[config.mk]
export PLATFORM = sky130hd
export DESIGN_NAME = multi_cycle_adder
export DESIGN_NICKNAME = d
export VERILOG_FILES = /design/src/rtl/multi_cycle_adder_pkg.sv /design/src/rtl/ripple_carry_adder.sv /design/src/rtl/multi_cycle_adder.sv
export SDC_FILE = /design/constraint.sdc
export NUM_CORES = 1
export LEC_CHECK = 0
export CORE_MARGIN = 4
export CORE_UTILIZATION = 40
export CTS_CLUSTER_SIZE = 40
export DETAILED_ROUTE_END_ITERATION = 10
export GPL_TIMING_DRIVEN = 0
export HOLD_SLACK_MARGIN = 0.1
export PLACE_DENSITY = 0.76
export SLEW_MARGIN = 20
export SYNTH_ARGS = -nofsm -noshare
export SYNTH_HDL_FRONTEND = slang
export SYNTH_HIERARCHICAL = 1
export SYNTH_SLANG_ARGS = --single-unit
[constraint.sdc]
create_clock -name clk -period 10.6 [get_ports clk]
set_clock_uncertainty 0.05 [all_clocks]
set_input_delay 1.59 -clock clk [delete_from_list [all_inputs] [get_ports clk]]
set_output_delay 1.59 -clock clk [all_outputs]
set_load 0.005 [all_outputs]
[src/rtl/multi_cycle_adder_pkg.sv]
// Shared types and sizing helpers for multi_cycle_adder.
package multi_cycle_adder_pkg;

    typedef enum logic [1:0] {
        IDLE,
        BUSY,
        DONE
    } state_t;

    function automatic int chunk_count(input int n, input int w);
        return n / w;
    endfunction

    // A lone chunk still needs a one-bit index so the counter never collapses to zero width.
    function automatic int index_width(input int k);
        return (k > 1) ? $clog2(k) : 1;
    endfunction

endpackage

[src/rtl/ripple_carry_adder.sv]
// Plain N-bit ripple-carry adder used as the narrow chunk adder.
module ripple_carry_adder #(
    parameter int N = 16
) (
    input  logic [N-1:0] a,
    input  logic [N-1:0] b,
    input  logic         ci,
    output logic [N-1:0] sum,
    output logic         co
);

    logic carry;

    always_comb begin
        carry = ci;
        sum   = '0;
        for (int i = 0; i < N; i++) begin
            sum[i] = a[i] ^ b[i] ^ carry;
            carry  = (a[i] & b[i]) | (carry & (a[i] ^ b[i]));
        end
        co = carry;
    end

endmodule

[src/rtl/multi_cycle_adder.sv]
// N-bit adder built from one W-bit chunk adder, LS chunk first, result on valid/ready.
// Optional signed-overflow output enabled by defining MULTI_CYCLE_ADDER_OVF_EN.
module multi_cycle_adder
    import multi_cycle_adder_pkg::*;
#(
    parameter int N = 64,
    parameter int W = 16
) (
    input  logic         clk,
    input  logic         rst,
    input  logic         in_valid,
    output logic         in_ready,
    input  logic [N-1:0] x,
    input  logic [N-1:0] y,
    input  logic         cin,
    output logic         out_valid,
    input  logic         out_ready,
    output logic [N-1:0] s,
    output logic         cout
`ifdef MULTI_CYCLE_ADDER_OVF_EN
    ,
    output logic         ovf
`endif
);

    localparam int K  = chunk_count(N, W);
    localparam int IW = index_width(K);

    generate
        if (N % W != 0) begin : g_bad_chunk_width
            $error("multi_cycle_adder: N must be a multiple of W");
        end
    endgenerate

    state_t          state_q, state_d;
    logic [N-1:0]    x_q, x_d;
    logic [N-1:0]    y_q, y_d;
    logic [N-1:0]    s_q, s_d;
    logic            carry_q, carry_d;
    logic [IW-1:0]   idx_q, idx_d;
    logic            in_ready_q, in_ready_d;
    logic            out_valid_q, out_valid_d;

    logic [W-1:0]    chunk_a, chunk_b, chunk_sum;
    logic            chunk_co;

    always_comb begin
        chunk_a = '0;
        chunk_b = '0;
        for (int i = 0; i < K; i++) begin
            if (idx_q == IW'(i)) begin
                chunk_a = x_q[i*W +: W];
                chunk_b = y_q[i*W +: W];
            end
        end
    end

    ripple_carry_adder #(.N(W)) u_chunk_adder (
        .a   (chunk_a),
        .b   (chunk_b),
        .ci  (carry_q),
        .sum (chunk_sum),
        .co  (chunk_co)
    );

    always_comb begin
        state_d     = state_q;
        x_d         = x_q;
        y_d         = y_q;
        s_d         = s_q;
        carry_d     = carry_q;
        idx_d       = idx_q;
        in_ready_d  = in_ready_q;
        out_valid_d = out_valid_q;

        case (state_q)
            IDLE: begin
                if (in_valid && in_ready_q) begin
                    x_d        = x;
                    y_d        = y;
                    carry_d    = cin;
                    idx_d      = '0;
                    in_ready_d = 1'b0;
                    state_d    = BUSY;
                end
            end
            BUSY: begin
                for (int i = 0; i < K; i++) begin
                    if (idx_q == IW'(i)) begin
                        s_d[i*W +: W] = chunk_sum;
                    end
                end
                carry_d = chunk_co;
                // Stop on the last chunk rather than wrapping the index.
                if (idx_q == IW'(K - 1)) begin
                    out_valid_d = 1'b1;
                    state_d     = DONE;
                end else begin
                    idx_d = idx_q + IW'(1);
                end
            end
            DONE: begin
                if (out_ready) begin
                    out_valid_d = 1'b0;
                    in_ready_d  = 1'b1;
                    state_d     = IDLE;
                end
            end
            default: begin
                out_valid_d = 1'b0;
                in_ready_d  = 1'b1;
                state_d     = IDLE;
            end
        endcase
    end

    always_ff @(posedge clk or posedge rst) begin
        if (rst) begin
            state_q     <= IDLE;
            x_q         <= '0;
            y_q         <= '0;
            s_q         <= '0;
            carry_q     <= 1'b0;
            idx_q       <= '0;
            in_ready_q  <= 1'b1;
            out_valid_q <= 1'b0;
        end else begin
            state_q     <= state_d;
            x_q         <= x_d;
            y_q         <= y_d;
            s_q         <= s_d;
            carry_q     <= carry_d;
            idx_q       <= idx_d;
            in_ready_q  <= in_ready_d;
            out_valid_q <= out_valid_d;
        end
    end

    assign in_ready  = in_ready_q;
    assign out_valid = out_valid_q;
    assign s         = s_q;
    // After the final chunk the carry register holds the true carry out of bit N-1.
    assign cout      = carry_q;

`ifdef MULTI_CYCLE_ADDER_OVF_EN
    assign ovf = (x_q[N-1] == y_q[N-1]) && (s_q[N-1] != x_q[N-1]);
`endif

endmodule

==> run_1/closeup.png <==
Window x 59 to 99, y 59 to 99 um. Cells in gray, sequential cells in the stronger gray; small squares are vias.
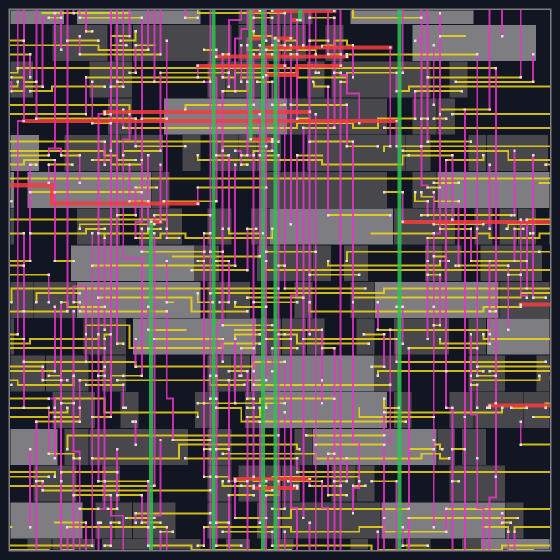
layer	color
M4	green
M1	yellow
M2	magenta
M3	red
sequential cells in the window	15
netlist names of flops here include	x_q (6), y_q (6), idx_q (2)
most frequent	inv_1 (20), dfrtp_1 (15), o21ai_0 (12)
cells with their middle in the window	112

==> run_1/placed.png <==
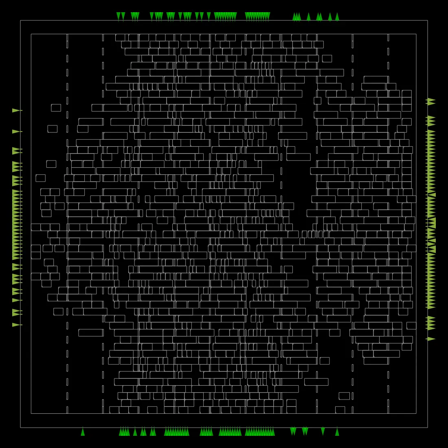
flop share of the area: 41.5%
n_taps: 280
# fillers: 1,844
fin util: 54.8%

==> run_1/pinout.png <==
(3 px per um) Pins as bars across the die edge, other pins in gray.
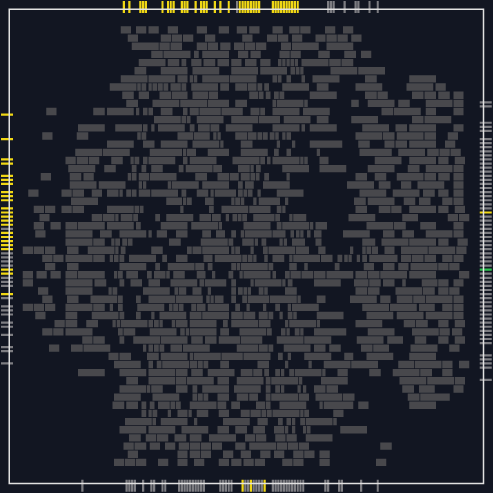
port	color	pins	direction	edge
y	yellow	64	input	37 north, 23 west, 3 south, 1 east
out_valid	green	1	output	east

==> run 1: report_power, final <==
group	total (uW)	switching (uW)	internal, uW
clock	696	291	404
sequential	1300	184	1110
combinational	1720	878	843
total	3710	1350	2360
==> run 1: metrics by stage <==
| step | instance area [um2] | instances | setup WS, ns | hold slack (ns) |
|---|---|---|---|---|
| 3_5_place_dp | 11400 | 1201 | 2.01 | 0.430 |
| 4_1_cts | 12000 | 1233 | 1.98 | 0.445 |
| 2_1_floorplan | 8950 | 720 | 2.80 | 0.431 |
| 5_1_grt | 12000 | 1233 | 1.59 | 0.451 |
| 6_report | 12000 | 1233 | 1.96 | 0.441 |
| 3_3_place_gp | 11300 | 1199 | 1.01 | 0.422 |
==> run 1: layout make-up <==
class	count	area share [%]
plain buffers	48	2.13
inverters	46	1.50
well taps	280	2.92
clock inverters	14	1.64
clock buffers	18	3.66
repair buffers	201	17.1
flip-flops and latches	199	41.5
multi-input cells	427	29.5
==> run 1: worst max path at each step <==
stage	from	cells past startpoint	slack, ns	endpoint
3_3_place_gp	rst	2	1.01	y_q[6]
6_report	idx_q[0]	27	1.96	s[15]
5_1_grt	idx_q[1]	27	1.59	s[15]
4_1_cts	idx_q[0]	27	1.98	s[15]
2_1_floorplan	idx_q[0]	27	2.80	s[15]
3_5_place_dp	idx_q[1]	27	2.01	s[15]
==> run 1: kinds of logic (layout without fill, tap and decap cells) <==
kind of cell    after synthesis  in the layout
compound gates              165            165
mux                         161            161
flops                       199            199
buf+inv                      94            327
fa+ha+maj                    20             20
simple gates                 81             81
==> run 1: Yosys cell counts (all sizes together) <==
| cell type | count | share of area [%] |
|---|---|---|
| a21oi | 66 | 3.7 |
| nor2b | 1 | 0.070 |
| fa | 16 | 3.6 |
| and4bb | 1 | 0.14 |
| clkbuf | 16 | 0.67 |
| nand2b | 1 | 0.070 |
| nor3b | 2 | 0.17 |
| buf | 32 | 2.2 |
| a22o | 32 | 3.1 |
| ha | 4 | 0.56 |
| o21ai | 66 | 3.7 |
| nand2 | 72 | 3.4 |
| inv | 46 | 1.9 |
| a221o | 1 | 0.11 |
| dfrtp | 198 | 55 |
| mux2 | 161 | 21 |
| dfstp | 1 | 0.29 |
| nor3 | 1 | 0.056 |
| nor2 | 3 | 0.13 |
==> run 1: state kept, by name (all words and copies together), names as in the netlist <==
signal and count:
in_ready 1, s 64, y_q 64, cout 1, state_q 2, out_valid 1
idx_q 2, x_q 64
==> run 1: metal layers <==
layer | part of all wire (%) | GRT usage, %
met1 | 44 | 26.5
met2 | 46 | 30.8
met3 | 5.8 | 3.94
met4 | 3.3 | 8.07
met5 | 0.055 | 0
==> results.py, run 1 <==
# Metrics from the implementation run
metrics = {
    "placement": {
        "port-buffer-count": 199,
        "place_hpwl_um": 18700,
        "place_congestion": 0.832,
    },
    "power": {
        "power.total_uw": 3710,
        "leakagePower_uw": 0.00540,
    },
    "finish": {
        "nets": 1093,
        "final-comb-area_mm2": 0.00354,
        "final_cell_mix": "199 x clkdlybuf4s50_1, 198 x dfrtp_1, 117 x mux2_2",
        "final_common_cell": "clkdlybuf4s50_1",
        "seqCellArea_mm2": 0.00498,
        "diodes": 0,
    },
    "setup_path": {
        "critPathMaxFanout": 10,
        "cp-start-kind": "flop",
        "crit_arrival_ns": 8.96,
        "critPathBufInv": 7,
        "rr_endpoint": "s[15]",
        "crit_top_cell": "fa_1",
        "cp-end-kind": "flop",
        "slowest_delay_ns": 0.47,
        "rr_worst_depth": 27,
    },
    "grt": {
        "antenna_found_initial": 1,
        "grt_max_degree": 93,
        "grt_pass1_vias": 6624,
        "grtUsageTotal_pct": 19.5,
    },
    "synth": {
        "fp_nets": 873,
        "xor_share_pct": 0,
        "synth_cell_type_count": 25,
        "ys_cells": 720,
        "ys_seq_elements": 199,
        "postSynthSeqShare_pct": 55.6,
        "topCombFamilyByArea": "multiplexers",
    },
    "cts": {
        "clock-sinks": 199,
        "cts_buffers": 17,
        "cts.repair.resized": 0,
        "cts_root_buf": "clkbuf_16",
        "clockBufferDepth": 2,
    },
    "final_timing": {
        "period_used_pct": 81.5,
        "rsz0062_at_grt": "no",
        "finalCriticalPeriod_ns": 8.64,
        "drv_slew": 0,
    },
    "drt": {
        "vias": 6271,
        "wl_um": 23800,
        "wire_per_inst_um": 19.3,
    },
    "run_status": {
        "status": "completed",
    },
    "flow_run": {
        "cap_violations": 0,
    },
    "min_path": {
        "min_from": "s[35]",
    },
    "floorplanning": {
        "die_x_um": 158,
        "io_pins": 200,
        "rows": 54,
    },
}
==> run_1/m2.png <==
(2 px per um) Cells faint in the background.
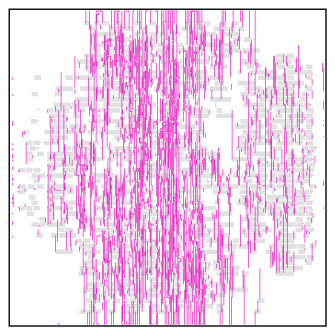

==> run 2: changes to the inputs <==
--- a/config.mk
+++ b/config.mk
@@ -11,7 +11,7 @@
 export DETAILED_ROUTE_END_ITERATION = 10
 export GPL_TIMING_DRIVEN = 0
 export HOLD_SLACK_MARGIN = 0.1
-export PLACE_DENSITY = 0.76
+export PLACE_DENSITY = 0.78
 export SLEW_MARGIN = 20
 export SYNTH_ARGS = -nofsm -noshare
 export SYNTH_HDL_FRONTEND = slang
==> constraint.sdc (replaced) <==
create_clock -name clk -period 7.5 [get_ports clk]
set_clock_uncertainty 0.05 [all_clocks]
set_input_delay 1.125 -clock clk [delete_from_list [all_inputs] [get_ports clk]]
set_output_delay 1.125 -clock clk [all_outputs]
set_load 0.005 [all_outputs]
==> run_2/m2.png <==
(2 px per um) Cells faint in the background.
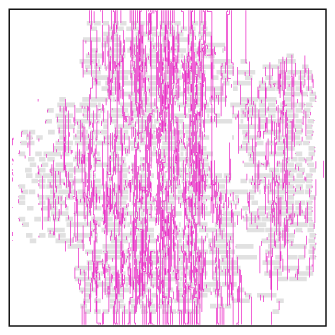
longest straight run	55.8 um
share of all routed wire	47%
wire length on this layer	11,300 um
nets with wire on the layer	987
met2 usage: 31.2%
DR vias: 6,345

==> run 2 against run 1 <==
The flow now finishes with violations (negative setup slack). Utilization grew 0.91 points. Die size did not move. Final cell count is 0.73% higher. Total power is 45% higher. Register-to-register slack got worse by 2.0 ns. Routed wire length grew 1.5%. First-iteration DRC count decreased by 34%. Sequential power rose by 42%. Synthesized cell count unchanged. Area after synthesis unchanged. Largest cell class unchanged. Highest routed layer is now met4.
==> results.py, run 2 <==
# Metrics from the implementation run
metrics = {
    "placement": {
        "port-buffer-count": 199,
        "place_hpwl_um": 18900,
        "place_congestion": 0.854,
    },
    "final_timing": {
        "final-hold-violation-count": 0,
        "finalSetupViolCount": 2,
        "period_used_pct": 100,
        "drv_slew": 0,
        "rsz0062_at_grt": "yes",
        "timing.fmax_ghz": 0.133,
        "whs_ns": 0.440,
        "finalCriticalPeriod_ns": 7.53,
        "tightest_slew_ns": 0.520,
        "layout_setup_ws_ns": -0.0303,
    },
    "setup_path": {
        "critPathMaxFanout": 5,
        "cp-start-kind": "flop",
        "crit_top_cell": "fa_2",
        "cp-end-kind": "flop",
        "crit_path_start": "idx_q[1]",
        "slowest_delay_ns": 0.47,
        "crit_arrival_ns": 7.85,
        "r2r-start": "idx_q[1]",
    },
    "drt": {
        "wl_um": 24200,
        "wire_per_inst_um": 19.5,
        "ant_nets": 0,
        "avgViaCountPerCell": 5.11,
    },
    "power": {
        "seqPwrFrac_pct": 34.2,
        "power_frac_clock_pct": 16.9,
        "p_per_area_mw_per_mm2": 443,
        "leakagePower_uw": 0.00545,
        "power.total_uw": 5400,
        "p_comb_share_pct": 49.0,
        "sw_frac_of_total_pct": 36.5,
        "power_switching_uw": 1970,
        "internal_power_uw": 3430,
    },
    "grt": {
        "grt_pass1_vias": 6663,
        "grtUsageTotal_pct": 19.6,
        "antenna_found_initial": 0,
        "grt_max_degree": 80,
        "grt_overflow": 0,
    },
    "finish": {
        "final_cell_mix": "199 x clkdlybuf4s50_1, 197 x dfrtp_1, 117 x mux2_2",
        "drive_gt1_share_pct": 25.3,
        "final_common_cell": "clkdlybuf4s50_1",
        "diodes": 0,
        "nets": 1103,
    },
    "min_path": {
        "min_from": "s[31]",
        "min_path_type": "flop to flop",
    },
    "synth": {
        "flop_cell": "dfrtp_1",
        "synth_cell_type_count": 25,
        "ys_top_cells_by_count": "198 x dfrtp_1, 117 x mux2_2, 68 x nand2_1",
        "top_cell": "dfrtp_1",
        "fp_nets": 873,
        "syn_area_mm2": 0.00895,
        "synthArstFlopShare_pct": 100,
        "edf_count": 0,
        "synth.largest_area_cell": "dfrtp_1",
        "postSynthSeqShare_pct": 55.6,
        "area_leaders": "dfrtp_1 55%, mux2_2 15%, mux2_1 3.8%",
        "ys_cells": 720,
        "ys_seq_elements": 199,
        "synth_top_area_share_pct": 55.3,
    },
    "floorplanning": {
        "fp_util_pct": 40.9,
        "rows": 54,
        "io_pins": 200,
        "die_y_um": 158,
        "die_x_um": 158,
    },
    "flow_run": {
        "cap_violations": 0,
    },
    "run_status": {
        "violations": "negative setup slack",
        "status": "finished, violations left",
    },
    "cts": {
        "cts_buffers": 17,
        "cts.reportedPaths.clkPinSlew_ns": 0.07,
        "cts_root_buf": "clkbuf_16",
        "clock-sinks": 199,
        "htreeDepth": 4,
        "clockBufferDepth": 2,
    },
}
==> run_2/placed.png <==
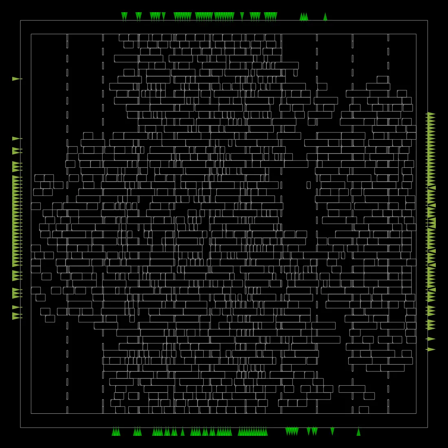
Post-Layout Cell Count: 1,242
floorplan core area: 0.0219 mm2
fin util: 55.7%
# fillers: 1,856
Flop Count: 199

run 2: cell types whose count changed in the layout (fill, tap and decap cells not counted), sizes merged:
cell and change:
buf +10, bufinv -2, clkbuf +2, clkinv +1, inv -2
run 2: timing repair:
| item | in CTS | in global routing |
|---|---|---|
| gates resized | 40 | 8 |
| endpoints found under the setup margin | 9 | 9 |
| gates cloned | 0 | 0 |
| buffers inserted | 11 | 1 |
| hold buffers | 0 | 0 |
| pin swaps | 7 | 6 |
run 2: metrics by stage:
| stage | area, um2 | setup slack [ns] | cells |
|---|---|---|---|
| global route | 12200 | -0.177 | 1242 |
| finish | 12200 | -0.0303 | 1242 |
| CTS | 12200 | -0.144 | 1241 |
| global placement | 11300 | -1.66 | 1199 |
| floorplan | 8980 | 0.0190 | 720 |
| detailed placement | 11400 | -0.716 | 1201 |
run 2: critical path, delay by kind of cell (launching register included):
kind | cells | cell delay [ns]
compound gates | 3 | 0.43
buf+inv | 7 | 0.62
mux | 1 | 0.15
fa+ha+maj | 17 | 5.76
flops | 1 | 0.43
run 2: final timing paths:
kind,slack (ns),cells past startpoint,end
setup / recovery,-0.03,28,s[15]
hold / removal,0.44,1,s[31]
setup reg to reg,-0.03,28,s[15]
hold reg to reg,0.44,1,s[31]
max in group asynchronous,5.31,4,y_q[21]
min in group asynchronous,1.05,2,s[10]
run 2: area by class of cell:
type	count	area, um2	area share, %
flip-flops and latches	199	4980	40.9
clock inverters	11	124	1.02
clock buffers	20	457	3.75
well taps	280	350	2.87
plain buffers	46	317	2.60
inverters	46	180	1.48
multi-input cells	427	3640	29.9
repair buffers	213	2140	17.6
run 2: power by group through the flow:
stage / clock network [uW] / registers [uW] / logic (uW)
final: 910 / 1840 / 2640
after floorplan: 0 / 1790 / 1430
after global placement: 0 / 1830 / 2390
after global routing: 969 / 1900 / 2890
after CTS: 923 / 1840 / 2630
after detailed placement: 0 / 1860 / 2470
run 2: logic make-up (layout without fill, tap and decap cells):
kind of cell             after synthesis  after routing  synth area share (%)
flip-flops                           199            199                  55.6
AND-OR/OR-AND                        165            165                  10.6
multiplexers                         161            161                  20.8
buffers and inverters                 94            336                  4.78
AND/OR/NAND/NOR                       81             81                  3.98
adder cells (fa/ha/maj)               20             20                  4.14
run 2: routing by layer:
layer	global-route usage (%)	share of wire (%)
met1	26.4	44
met2	31.2	47
met3	4.43	6.0
met4	7.58	3.1
met5	0	0
No activity file was given, so power comes from the tool's default toggle rates.
